Figure 1. Metal 3 (run 1).
Drawn at 3 px/um.
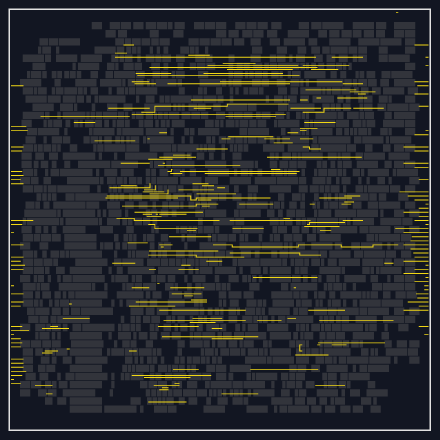
Figure 2. Clock wiring as the flow saved it (run 1).
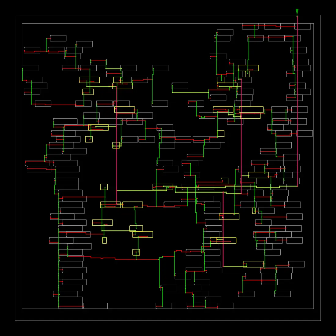
Figure 3. Drive-strength map (run 1).
Drawn at 2 px/um.
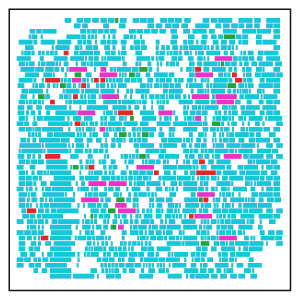
[src/rtl/div_seq_ctrl.sv]
// div_seq_ctrl
//   Multi-cycle divide controller for the EX stage (DIV / DIVU).
//   A start request latches the operand magnitudes and sign bits. The unit
//   then runs DATA_W restoring (trial-subtract) steps and applies the sign
//   fix-ups. The result is held, together with ready_o, until start_i drops.
//   A divisor of zero short-cuts to a zero result without iterating.
//
// Ports
//   clk           in   1          system clock, rising edge
//   rst           in   1          synchronous reset, active-high
//   signed_div_i  in   1          1 = DIV (two's complement), 0 = DIVU
//   opdata1_i     in   DATA_W     dividend
//   opdata2_i     in   DATA_W     divisor
//   start_i       in   1          request; held high until ready_o is seen
//   annul_i       in   1          pipeline flush: cancel or refuse an operation
//   result_o      out  2*DATA_W   {remainder, quotient}, registered
//   ready_o       out  1          result valid, registered
module div_seq_ctrl #(
  parameter int DATA_W = 32
) (
  input  logic                  clk,
  input  logic                  rst,
  input  logic                  signed_div_i,
  input  logic [DATA_W-1:0]     opdata1_i,
  input  logic [DATA_W-1:0]     opdata2_i,
  input  logic                  start_i,
  input  logic                  annul_i,
  output logic [2*DATA_W-1:0]   result_o,
  output logic                  ready_o
);

  localparam int W = DATA_W;
  localparam logic [5:0] CNT_LAST = 6'(W);

  typedef enum logic [1:0] {
    ST_FREE   = 2'b00,
    ST_BYZERO = 2'b01,
    ST_ON     = 2'b10,
    ST_END    = 2'b11
  } state_t;

  // Two's complement negation when neg is set; used both for taking operand
  // magnitudes and for restoring the signs of quotient and remainder.
  function automatic logic [W-1:0] cond_neg(input logic neg, input logic [W-1:0] x);
    cond_neg = neg ? ((~x) + W'(1)) : x;
  endfunction

  state_t          state_q, state_d;
  logic [5:0]      cnt_q, cnt_d;
  logic [2*W:0]    dvd_q, dvd_d;
  logic [W-1:0]    dsr_q, dsr_d;
  logic            s1_q, s1_d;
  logic            s2_q, s2_d;
  logic            sgn_q, sgn_d;
  logic [2*W-1:0]  result_q, result_d;
  logic            ready_q, ready_d;

  logic [W:0]      diff;
  logic [W-1:0]    quot_fix;
  logic [W-1:0]    rem_fix;

  // Trial subtraction of the divisor from the top W+1 bits of the work reg;
  // a set MSB means the partial remainder was smaller than the divisor.
  assign diff     = dvd_q[2*W:W] - {1'b0, dsr_q};
  assign quot_fix = cond_neg(sgn_q & (s1_q ^ s2_q), dvd_q[W-1:0]);
  assign rem_fix  = cond_neg(sgn_q & s1_q, dvd_q[2*W:W+1]);

  always_comb begin
    state_d  = state_q;
    cnt_d    = cnt_q;
    dvd_d    = dvd_q;
    dsr_d    = dsr_q;
    s1_d     = s1_q;
    s2_d     = s2_q;
    sgn_d    = sgn_q;
    result_d = result_q;
    ready_d  = ready_q;

    case (state_q)
      ST_FREE: begin
        result_d = '0;
        ready_d  = 1'b0;
        if (start_i && !annul_i) begin
          if (opdata2_i == '0) begin
            state_d = ST_BYZERO;
          end else begin
            state_d = ST_ON;
            cnt_d   = 6'd0;
            dsr_d   = cond_neg(signed_div_i & opdata2_i[W-1], opdata2_i);
            dvd_d   = {{W{1'b0}}, cond_neg(signed_div_i & opdata1_i[W-1], opdata1_i), 1'b0};
            s1_d    = opdata1_i[W-1];
            s2_d    = opdata2_i[W-1];
            sgn_d   = signed_div_i;
          end
        end
      end

      ST_BYZERO: begin
        dvd_d    = '0;
        state_d  = ST_END;
        result_d = '0;
        ready_d  = 1'b1;
      end

      ST_ON: begin
        if (annul_i) begin
          // Flush has priority over iteration; nothing is ever reported.
          state_d  = ST_FREE;
          cnt_d    = 6'd0;
          result_d = '0;
          ready_d  = 1'b0;
        end else if (cnt_q < CNT_LAST) begin
          if (diff[W]) begin
            dvd_d = {dvd_q[2*W-1:0], 1'b0};
          end else begin
            dvd_d = {diff[W-1:0], dvd_q[W-1:0], 1'b1};
          end
          cnt_d = cnt_q + 6'd1;
        end else begin
          result_d = {rem_fix, quot_fix};
          ready_d  = 1'b1;
          cnt_d    = 6'd0;
          state_d  = ST_END;
        end
      end

      ST_END: begin
        // Result is held for as long as EX keeps requesting; flush is ignored.
        if (!start_i) begin
          state_d  = ST_FREE;
          result_d = '0;
          ready_d  = 1'b0;
        end
      end
    endcase
  end

  always_ff @(posedge clk) begin
    if (rst) begin
      state_q  <= ST_FREE;
      cnt_q    <= 6'd0;
      dvd_q    <= '0;
      result_q <= '0;
      ready_q  <= 1'b0;
    end else begin
      state_q  <= state_d;
      cnt_q    <= cnt_d;
      dvd_q    <= dvd_d;
      result_q <= result_d;
      ready_q  <= ready_d;
    end
  end

  // Operand magnitude and signs are only meaningful once loaded from FREE.
  always_ff @(posedge clk) begin
    dsr_q <= dsr_d;
    s1_q  <= s1_d;
    s2_q  <= s2_d;
    sgn_q <= sgn_d;
  end

  assign result_o = result_q;
  assign ready_o  = ready_q;

endmodule
[config.mk]
export PLATFORM = sky130hd
export DESIGN_NAME = div_seq_ctrl
export DESIGN_NICKNAME = d
export VERILOG_FILES = /design/src/rtl/div_seq_ctrl.sv
export SDC_FILE = /design/constraint.sdc
export NUM_CORES = 1
export LEC_CHECK = 0
export CAP_MARGIN = 20
export CORE_MARGIN = 3
export CORE_UTILIZATION = 61
export DETAILED_ROUTE_END_ITERATION = 10
export PLACE_DENSITY = 0.82
export SLEW_MARGIN = 20
export SYNTH_ARGS = -nofsm -noshare
export SYNTH_HDL_FRONTEND = slang
export SYNTH_SLANG_ARGS = --single-unit
[constraint.sdc]
create_clock -name clk -period 5.6 [get_ports clk]
set_input_delay 1.12 -clock clk [delete_from_list [all_inputs] [get_ports clk]]
set_output_delay 1.12 -clock clk [all_outputs]
set_load 0.02 [all_outputs]
==> results_dict.tcl, run 1 <==
# yosys + openroad results
set metrics [dict create \
    viasPerCell 6.12 \
    crit_fanout 42 \
    placed_cells 1589 \
    cts_resized 0 \
    fin_nets 1494 \
    r2r_setup_slack_ns 1.63 \
    ys_seq_share 0.349 \
    fp_util 0.627 \
    grt.busiest_layer "met1" \
    p_seq_w 0.00159 \
    finalPower_w 0.00407 \
    whs_path_depth 2 \
    ant_nets 0 \
    status "finished, final reports clean" \
    clk_share 0.0449 \
    hold_buffers 0 \
    dr_total_vias 9914 \
    switching_share 0.377 \
    edf_count 35 \
    peakVddDrop_mv 0.298 \
    placed_area_um2 12300 \
    n_fill_cell 1367 \
    yosys_area_um2 10900 \
    antenna_found_initial 0 \
    ys_sh_adder 0.0488 \
    largest_reg_flops 65 \
    wl_per_cell_um 17.4 \
    overflow 0 \
    top_logic_kind "AND-OR/OR-AND gates" \
    synthTopCellsByCount "dfxtp_1, nor2_1, nand2_1" \
    max_stage_delay_ns 0.48 \
    syn_area_per_cell_um2 8.46 \
    buffers 142 \
    setup_ws_ns 1.39 \
    syn-instance-count 1292 \
    power_frac_clock 0.286 \
    topCellsByArea "dfxtp_1, edfxtp_1, xnor2_1, xor2_1, nor2_1" \
    comb_share 0.509 \
    logic_area_um2 6540 \
    clockRootBuffer "clkbuf_16" \
]
Notes on Figure 1 above:
share of all routed wire: 8.4%
nets with wire on the layer: 199

Notes on Figure 2 above:
CTS buffer count: 17
clock sink count: 173
clock group power: 0.00116 W

Notes on Figure 3 above:
| color | size | cells |
|---|---|---|
| green | drive 2 | 21 |
| cyan | drive 1 or less | 1329 |
| red | drive 3 to 4 | 21 |
| magenta | drive 6 and up | 25 |

Figure 4. Routed metal per tile (run 1).
Drawn at 3 px/um. The die is cut into 28 by 28 equal tiles; dark purple is low, yellow is high, scaled to the fullest tile. Values are wire area over tile area, all layers added.
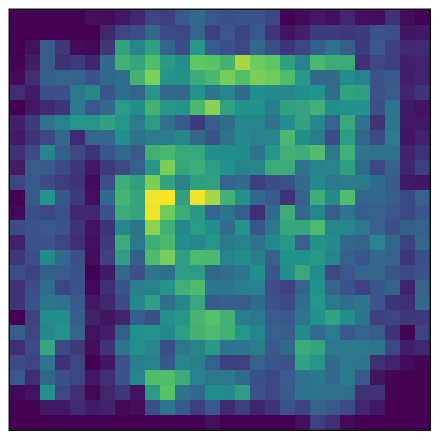

## Run 2: what changed since run 1
Settings changed: CORE_UTILIZATION 61 to 57, PLACE_DENSITY 0.82 to 0.77.
Clock period 5.6 ns to 4.4 ns, I/O delays scaled along.
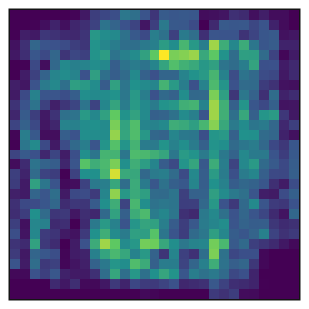
Figure 5: run 2, routed metal per tile.
Drawn at 2 px/um. The die is cut into 29 by 29 equal tiles; dark purple is low, yellow is high, scaled to the fullest tile. Values are wire area over tile area, all layers added.
densest ninth of the die: center
nearly empty tiles: 7.8%
mean over tiles: 0.23
emptiest ninth of the die: south-west

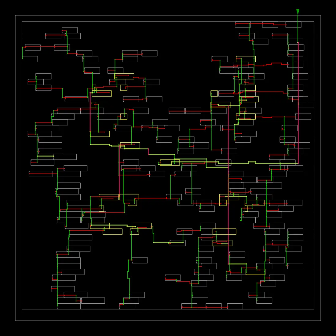
Figure 6: run 2, clock wiring as the flow saved it.
clk_skew: 0.00731 ns
Layout clock buffers: 20
flop count: 173
Late-Pin Clk Latency: 0.43 ns

==> results_dict.tcl, run 2 <==
# yosys + openroad results
set metrics [dict create \
    status "finished, final reports clean" \
    syn-instance-count 1292 \
    ys_sh_adder 0.0488 \
    cts_made_buffers 17 \
    gr-usage-met3 0.0390 \
    placed_cells 1616 \
    max_stage_delay_ns 0.64 \
    power_frac_clock 0.288 \
    n_fill_cell 1504 \
    top_logic_kind "AND-OR/OR-AND gates" \
    p_seq_w 0.00202 \
    fin_nets 1512 \
    largest_reg_flops 65 \
    placed_area_um2 12400 \
    peakVddDrop_mv 0.291 \
    grt.busiest_layer "met1" \
    yosys_area_um2 10900 \
    fp_util 0.582 \
    edf_count 35 \
    topCellsByArea "dfxtp_1, edfxtp_1, xnor2_1, xor2_1, nor2_1" \
    clockRootBuffer "clkbuf_16" \
    cts_resized 0 \
    switching_share 0.373 \
    powerClk_w 0.00151 \
    r2r-start "dvd_q[32]" \
    layout_top_cell "dfxtp_1" \
    setup_ws_ns 0.403 \
    dr_total_vias 10100 \
    antenna_found_initial 0 \
    syn_area_per_cell_um2 8.46 \
    viasPerCell 6.12 \
    clock_sinks 173 \
    logic_area_um2 6540 \
    crit_fanout 24 \
    clk_share 0.0453 \
    finalPower_w 0.00524 \
    wl_per_cell_um 17.5 \
    overflow 0 \
    comb_share 0.503 \
    wirelength_um 28900 \
]
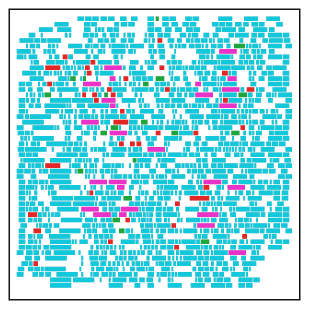
Figure 7: run 2, drive-strength map.
Drawn at 2 px/um.
| color | size | cells |
|---|---|---|
| cyan | drive 1 or less | 1329 |
| red | drive 3 to 4 | 39 |
| green | drive 2 | 20 |
| magenta | drive 6 and up | 26 |

Figure 8. Placed cells, one color a class (run 2).
Drawn at 3 px/um.
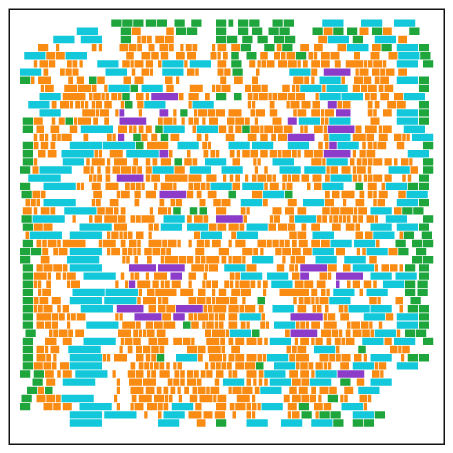

## Run 3: what changed since run 2
Settings changed: CORE_UTILIZATION 57 to 40, PLACE_DENSITY 0.77 to 0.57.
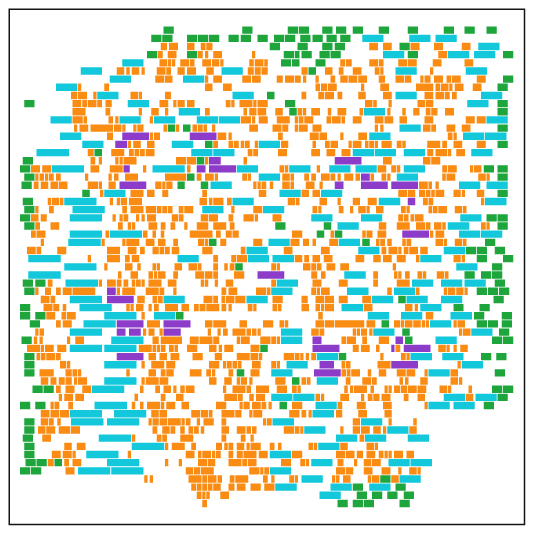
Figure 9: run 3, placed cells, one color a class.
Drawn at 3 px/um.
| color | class | cells | share of their area |
|---|---|---|---|
| green | other buffers and delay cells | 163 | 12% |
| orange | all other logic | 1049 | 53% |
| purple | clock drivers and dummy loads | 32 | 4.5% |
| cyan | flip-flops | 173 | 30% |

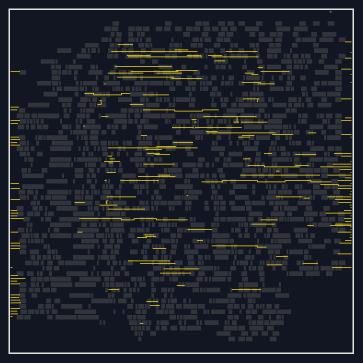
Figure 10: run 3, metal 3.
Drawn at 2 px/um.
nets with wire on the layer: 151
wire length on this layer: 1590 um

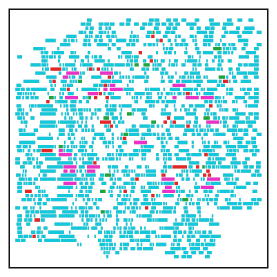
Figure 11: run 3, drive-strength map.
Drawn at 1.5 px/um.
| color | size | cells |
|---|---|---|
| magenta | drive 6 and up | 27 |
| cyan | drive 1 or less | 1329 |
| red | drive 3 to 4 | 42 |
| green | drive 2 | 19 |

==> results_dict.tcl, run 3 <==
# yosys + openroad results
set metrics [dict create \
    placed_cells 1720 \
    ant_nets 0 \
    arrival_ns 4.08 \
    switching_share 0.387 \
    ff_count 173 \
    viasPerCell 5.55 \
    dr_total_vias 9726 \
    powerClk_w 0.00148 \
    max_stage_delay_ns 0.63 \
    gr-usage-met3 0.0285 \
    whs_path_depth 2 \
    antenna_found_initial 0 \
    crit_start "dvd_q[32]" \
    cts_made_buffers 17 \
    ios 134 \
    topCellsByArea "dfxtp_1, edfxtp_1, xnor2_1, xor2_1, nor2_1" \
    syn_area_per_cell_um2 8.46 \
    clockRootBuffer "clkbuf_16" \
    wirelength_um 31000 \
    p_seq_w 0.00204 \
    logic_area_um2 6540 \
    power_frac_clock 0.282 \
    largest_reg_flops 65 \
    hold_buffers 0 \
    synthTopCellsByCount "dfxtp_1, nor2_1, nand2_1" \
    crit_fanout 9 \
    clkLatencyLatePin_ns 0.44 \
    fin_nets 1515 \
    syn-instance-count 1292 \
    yosys_area_um2 10900 \
    top_logic_kind "AND-OR/OR-AND gates" \
    grt.busiest_layer "met1" \
    peakVddDrop_mv 0.234 \
    clock_sinks 173 \
    setup_ws_ns 0.688 \
    r2r_setup_slack_ns 0.69 \
    status "finished, final reports clean" \
    nClkBuffers 19 \
    n_fill_cell 2582 \
    layout_top_cell "dfxtp_1" \
    edf_count 35 \
    wl_per_cell_um 17.7 \
    cp_top_family "simple AND/OR/NAND/NOR gates" \
    clk_share 0.0431 \
    finalPower_w 0.00523 \
    overflow 0 \
]
Power is estimated from default activity; no workload was simulated.
